`src/rtl/cache_refill_ctrl.sv`:
```
// Miss/refill and write-through controller sitting between the CPU, a direct-mapped cache and main memory.
// Handles read hits combinationally, read refills and write-through stores, and a sticky memory timeout error.
module cache_refill_ctrl #(
    parameter int TIMEOUT = 255,
    parameter int CNT_W   = 16
) (
    input  logic             clk,
    input  logic             rst,
    input  logic             cpu_rd,
    input  logic             cpu_wr,
    input  logic [31:0]      cpu_addr,
    input  logic [31:0]      cpu_wrdata,
    output logic             stall,
    output logic [31:0]      cpu_rdata,
    output logic [31:0]      cache_addr,
    input  logic             cache_hit,
    input  logic [31:0]      cache_q,
    output logic             cache_wren,
    output logic [31:0]      cache_wrdata,
    output logic             mem_req,
    output logic             mem_we,
    output logic [31:0]      mem_addr,
    output logic [31:0]      mem_wrdata,
    input  logic             mem_ack,
    input  logic [31:0]      mem_rdata,
    output logic [CNT_W-1:0] hit_cnt,
    output logic [CNT_W-1:0] miss_cnt,
    output logic             err
);

    localparam int WC_W = (TIMEOUT < 2) ? 1 : $clog2(TIMEOUT + 1);

    typedef enum logic [2:0] {
        S_IDLE,
        S_MEM_RD,
        S_FILL,
        S_MEM_WR,
        S_WR_UPD,
        S_ERR
    } state_t;

    state_t          state_reg, state_next;
    logic [31:0]     a_reg, a_next;
    logic [31:0]     d_reg, d_next;
    logic [WC_W-1:0] wait_cnt_reg, wait_cnt_next;
    logic            hit_inc, miss_inc;
    logic [1:0]      cnt_inc;

    always_ff @(posedge clk) begin
        if (rst) begin
            state_reg    <= S_IDLE;
            a_reg        <= '0;
            d_reg        <= '0;
            wait_cnt_reg <= '0;
        end else begin
            state_reg    <= state_next;
            a_reg        <= a_next;
            d_reg        <= d_next;
            wait_cnt_reg <= wait_cnt_next;
        end
    end

    always_comb begin
        state_next    = state_reg;
        a_next        = a_reg;
        d_next        = d_reg;
        wait_cnt_next = wait_cnt_reg;
        stall         = 1'b0;
        cpu_rdata     = '0;
        cache_addr    = a_reg;
        cache_wren    = 1'b0;
        cache_wrdata  = '0;
        mem_req       = 1'b0;
        mem_we        = 1'b0;
        mem_addr      = '0;
        mem_wrdata    = '0;
        hit_inc       = 1'b0;
        miss_inc      = 1'b0;

        case (state_reg)
            S_IDLE: begin
                cache_addr = cpu_addr;
                if (cpu_wr) begin
                    stall         = 1'b1;
                    a_next        = cpu_addr;
                    d_next        = cpu_wrdata;
                    wait_cnt_next = '0;
                    state_next    = S_MEM_WR;
                end else if (cpu_rd) begin
                    if (cache_hit) begin
                        cpu_rdata = cache_q;
                        hit_inc   = 1'b1;
                    end else begin
                        stall         = 1'b1;
                        a_next        = cpu_addr;
                        miss_inc      = 1'b1;
                        wait_cnt_next = '0;
                        state_next    = S_MEM_RD;
                    end
                end
            end
            S_MEM_RD: begin
                mem_req  = 1'b1;
                mem_addr = a_reg;
                stall    = 1'b1;
                // An ack arriving on the last allowed cycle still completes normally.
                if (mem_ack) begin
                    d_next     = mem_rdata;
                    state_next = S_FILL;
                end else if (wait_cnt_reg == WC_W'(TIMEOUT - 1)) begin
                    state_next = S_ERR;
                end else begin
                    wait_cnt_next = wait_cnt_reg + WC_W'(1);
                end
            end
            S_FILL: begin
                cache_wren   = 1'b1;
                cache_wrdata = d_reg;
                cpu_rdata    = d_reg;
                state_next   = S_IDLE;
            end
            S_MEM_WR: begin
                mem_req    = 1'b1;
                mem_we     = 1'b1;
                mem_addr   = a_reg;
                mem_wrdata = d_reg;
                stall      = 1'b1;
                if (mem_ack) begin
                    state_next = S_WR_UPD;
                end else if (wait_cnt_reg == WC_W'(TIMEOUT - 1)) begin
                    state_next = S_ERR;
                end else begin
                    wait_cnt_next = wait_cnt_reg + WC_W'(1);
                end
            end
            S_WR_UPD: begin
                cache_wren   = 1'b1;
                cache_wrdata = d_reg;
                state_next   = S_IDLE;
            end
            S_ERR: begin
                stall = 1'b1;
            end
            default: begin
                state_next = S_IDLE;
            end
        endcase

        // Reset dominates the handshake outputs so nothing leaks out mid-transaction.
        if (rst) begin
            stall      = 1'b1;
            mem_req    = 1'b0;
            cache_wren = 1'b0;
        end
    end

    assign cnt_inc = {miss_inc, hit_inc};
    assign err     = (state_reg == S_ERR);

    // Index 0 counts read hits, index 1 counts read misses; both stick at all-ones.
    genvar gi;
    generate
        for (gi = 0; gi < 2; gi++) begin : g_cnt
            logic [CNT_W-1:0] count_reg;
            always_ff @(posedge clk) begin
                if (rst) begin
                    count_reg <= '0;
                end else if (cnt_inc[gi] && (count_reg != {CNT_W{1'b1}})) begin
                    count_reg <= count_reg + CNT_W'(1);
                end
            end
        end
    endgenerate

    assign hit_cnt  = g_cnt[0].count_reg;
    assign miss_cnt = g_cnt[1].count_reg;

endmodule
```
`config.mk`:
```
export PLATFORM = sky130hd
export DESIGN_NAME = cache_refill_ctrl
export DESIGN_NICKNAME = d
export VERILOG_FILES = /design/src/rtl/cache_refill_ctrl.sv
export SDC_FILE = /design/constraint.sdc
export NUM_CORES = 1
export LEC_CHECK = 0
export CORE_MARGIN = 5
export CORE_UTILIZATION = 30
export DETAILED_ROUTE_END_ITERATION = 10
export GPL_TIMING_DRIVEN = 0
export REMOVE_ABC_BUFFERS = 1
export SLEW_MARGIN = 0
export SYNTH_ARGS = -nofsm -noshare
export SYNTH_HDL_FRONTEND = slang
export SYNTH_SLANG_ARGS = --single-unit
```
`constraint.sdc`:
```
create_clock -name clk -period 2.8 [get_ports clk]
set_clock_uncertainty 0.1 [all_clocks]
set_input_delay 0.7 -clock clk [delete_from_list [all_inputs] [get_ports clk]]
set_output_delay 0.7 -clock clk [all_outputs]
set_load 0.02 [all_outputs]
```
### Cell outlines without signal wires

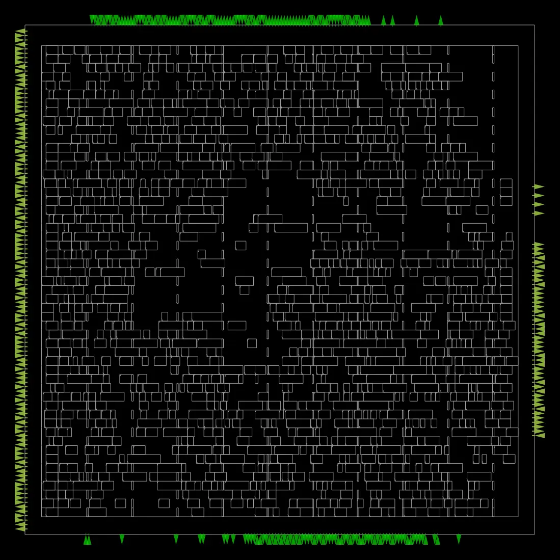
fraction of area in registers: 0.201
non-filler instance count after layout: 1410

### Placed cells, one color a class

Drawn at 3 px/µm.
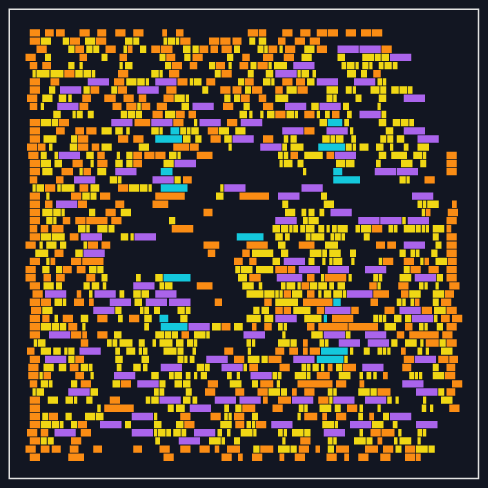
- yellow: combinational and other logic (cells 622)
- orange: remaining buffers and delay cells (cells 389)
- purple: sequential cells (cells 107)
- cyan: clock drivers and dummy loads (cells 16)

### Where the registers sit

Drawn at 2 px/µm.
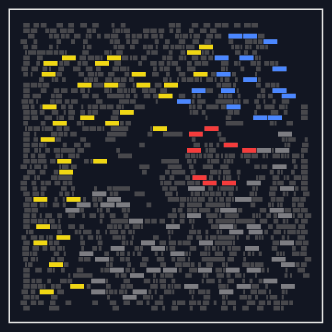
- red: `wait_cnt_reg` (placed flops 8)
- yellow: `d_reg` (placed flops 32)
- blue: `miss_cnt` (placed flops 16; where north-east)
- not colored: 51

## cell type report
cell class / count / area [µm²] / area share
Antenna cell: 1 / 2.50 / 0.000234
Clock buffer: 11 / 243 / 0.0227
Clock inverter: 5 / 45.0 / 0.00421
Inverter: 11 / 45.0 / 0.00421
Multi-Input combinational cell: 610 / 4040 / 0.378
Sequential cell: 107 / 2150 / 0.201
Tap cell: 275 / 344 / 0.0322
Timing Repair Buffer: 389 / 3810 / 0.357
Timing Repair inverter: 1 / 7.51 / 0.000702
## critical path, stage by stage (launching register included)
cell and delay (ns):
sky130_fd_sc_hd__dfxtp_4 0.38, sky130_fd_sc_hd__buf_6 0.13, sky130_fd_sc_hd__nor4_4 0.29, sky130_fd_sc_hd__buf_4 0.16, sky130_fd_sc_hd__and2_4 0.19, sky130_fd_sc_hd__buf_12 0.15
sky130_fd_sc_hd__a22oi_2 0.07, sky130_fd_sc_hd__nor2_1 0.12, sky130_fd_sc_hd__buf_4 0.16
## metal layers
layer | global-route usage | share of wire | wire length (µm)
met2 | 0.364 | 0.50 | 13500
met4 | 0.0629 | 0.019 | 520
met3 | 0.0521 | 0.067 | 1820
met5 | 0 | 0 | 0
met1 | 0.256 | 0.41 | 11200
## repair_timing
item	4_1_cts	5_1_grt
cloned	5	0
pin swaps	8	7
setup buffers	36	8
hold buffers	0	0
gates resized	294	66
endpoints found under the setup margin	172	67
## worst paths after layout
kind                                                 end                       from  slack [ns]  depth (start not counted)
worst max-delay path                       cpu_rdata[17]  state_reg[1]$_SDFFE_PP0P_       -0.01                          8
worst min-delay path              a_reg[20]$_SDFFE_PP0P_     a_reg[20]$_SDFFE_PP0P_        0.37                          2
worst max register to register  hit_cnt[12]$_SDFFE_PP0P_    hit_cnt[0]$_SDFFE_PP0P_        0.27                          5
worst min register to register    a_reg[20]$_SDFFE_PP0P_     a_reg[20]$_SDFFE_PP0P_        0.37                          2
## layout by cell type (no fill, tap or decap), drive strengths merged, types with 10 or more instances in the layout
| master | synthesis | final |
|---|---|---|
| and2 | 34 | 36 |
| clkbuf | 53 | 18 |
| nand4 | 10 | 10 |
| a211oi | 36 | 36 |
| a21oi | 59 | 59 |
| dlygate4sd2 | 0 | 70 |
| dfxtp | 107 | 107 |
| mux2i | 37 | 37 |
| dlymetal6s2s | 0 | 14 |
| a22oi | 32 | 32 |
| buf | 18 | 107 |
| nor2 | 79 | 79 |
| mux2 | 38 | 38 |
| nand2 | 83 | 83 |
| inv | 11 | 12 |
| nand3 | 18 | 18 |
| clkdlybuf4s50 | 0 | 190 |
| or3 | 10 | 10 |
| and3 | 69 | 69 |
| o31ai | 22 | 22 |
| or4 | 22 | 22 |
## power by group
part | internal (mW) | leakage, nW | switching (mW)
Clock | 0.644 | 0.138 | 0.639
Sequential | 1.71 | 0.877 | 0.180
Combinational | 1.38 | 3.71 | 1.59
Total | 3.74 | 4.72 | 2.40
==> flow_summary_export.csv <==
group,metric,value,unit
min_path,worst_hold_path_type,"reg -> reg",
detailed_routing,avgRoutedWirePerCell,19.1,µm
final_timing,setup_violations,3,
final_timing,timing_worst_slew_pin_value,1.19,ns
yosys,share_of_yosys_cell_area_claimed_by_the_top_area_cell_type,0.335,
final_timing,max_freq,0.356,GHz
clock_network,maximum_level_of_the_cts_h_tree,3,
detailed_routing,dr.first_iter.drc_count,322,
run,warnings,28,
yosys,commonest_cells_post_synth,"sky130_fd_sc_hd__dfxtp_1, sky130_fd_sc_hd__nand2_1, sky130_fd_sc_hd__nor2_1",
yosys,yosys_area,6380,µm²
final_timing,fin_hold_ws,0.369,ns
floorplan,floorplan.die_area,24300,µm²
place,portBuffers,330,
detailed_routing,drt_pre_antenna_iters,4,
yosys,compound_area_frac,0.173,
yosys,ys_cells,797,
yosys,ys_warn_count,0,
floorplan,initial_utilization,0.304,
global_routing,grt_overflow_total,0,
yosys,logic_family,"simple AND/OR/NAND/NOR gates",
clock_network,cts.reportedPaths.clkPinSlew,0.08,ns
final_timing,timing.final.ws_setup,-0.0102,ns
final_timing,setup-tns-final,-0.0200,ns
finish,layout-drive-gt1-share,0.173,
final_timing,unrepaired_setup_endpoints_after_global_routing,"true",
yosys,netlist.top_cell.by_area,"sky130_fd_sc_hd__dfxtp_1",
final_timing,finalCritPeriodShare,1.00,
detailed_routing,via_count_normalized_by_instance_count,5.15,
run_status,run_status,"finished, violations left",
final_timing,hold_viol,0,
worst_setup_path,worst_setup_path_end_kind,"output pin",
detailed_routing,drc,0,
yosys,ys_sh_mux,0.125,
yosys,synth_flop_count,107,
worst_setup_path,crit_path_start_kind,"flop",
yosys,dominantRegCellSynth,"sky130_fd_sc_hd__dfxtp_1",
floorplan,die_height,156,µm
global_routing,antenna_violations_before_repair,1,
yosys,simple_gate_share,0.304,
detailed_routing,overall_via_count_from_detail_route,7256,
pwr,p_leak,4.72,nW
place,placedCellCount,1344,
run_status,violations,"setup timing",
yosys,netlist_instances,797,
worst_setup_path,cp.required,2.00,ns
yosys,synth-adder-area-share,0.00784,
worst_setup_path,arrival,2.01,ns
worst_setup_path,worst_path_class_setup,"reg -> out",
worst_setup_path,worstPathMaxFanout,13,
Power and IR drop assume default switching activity.
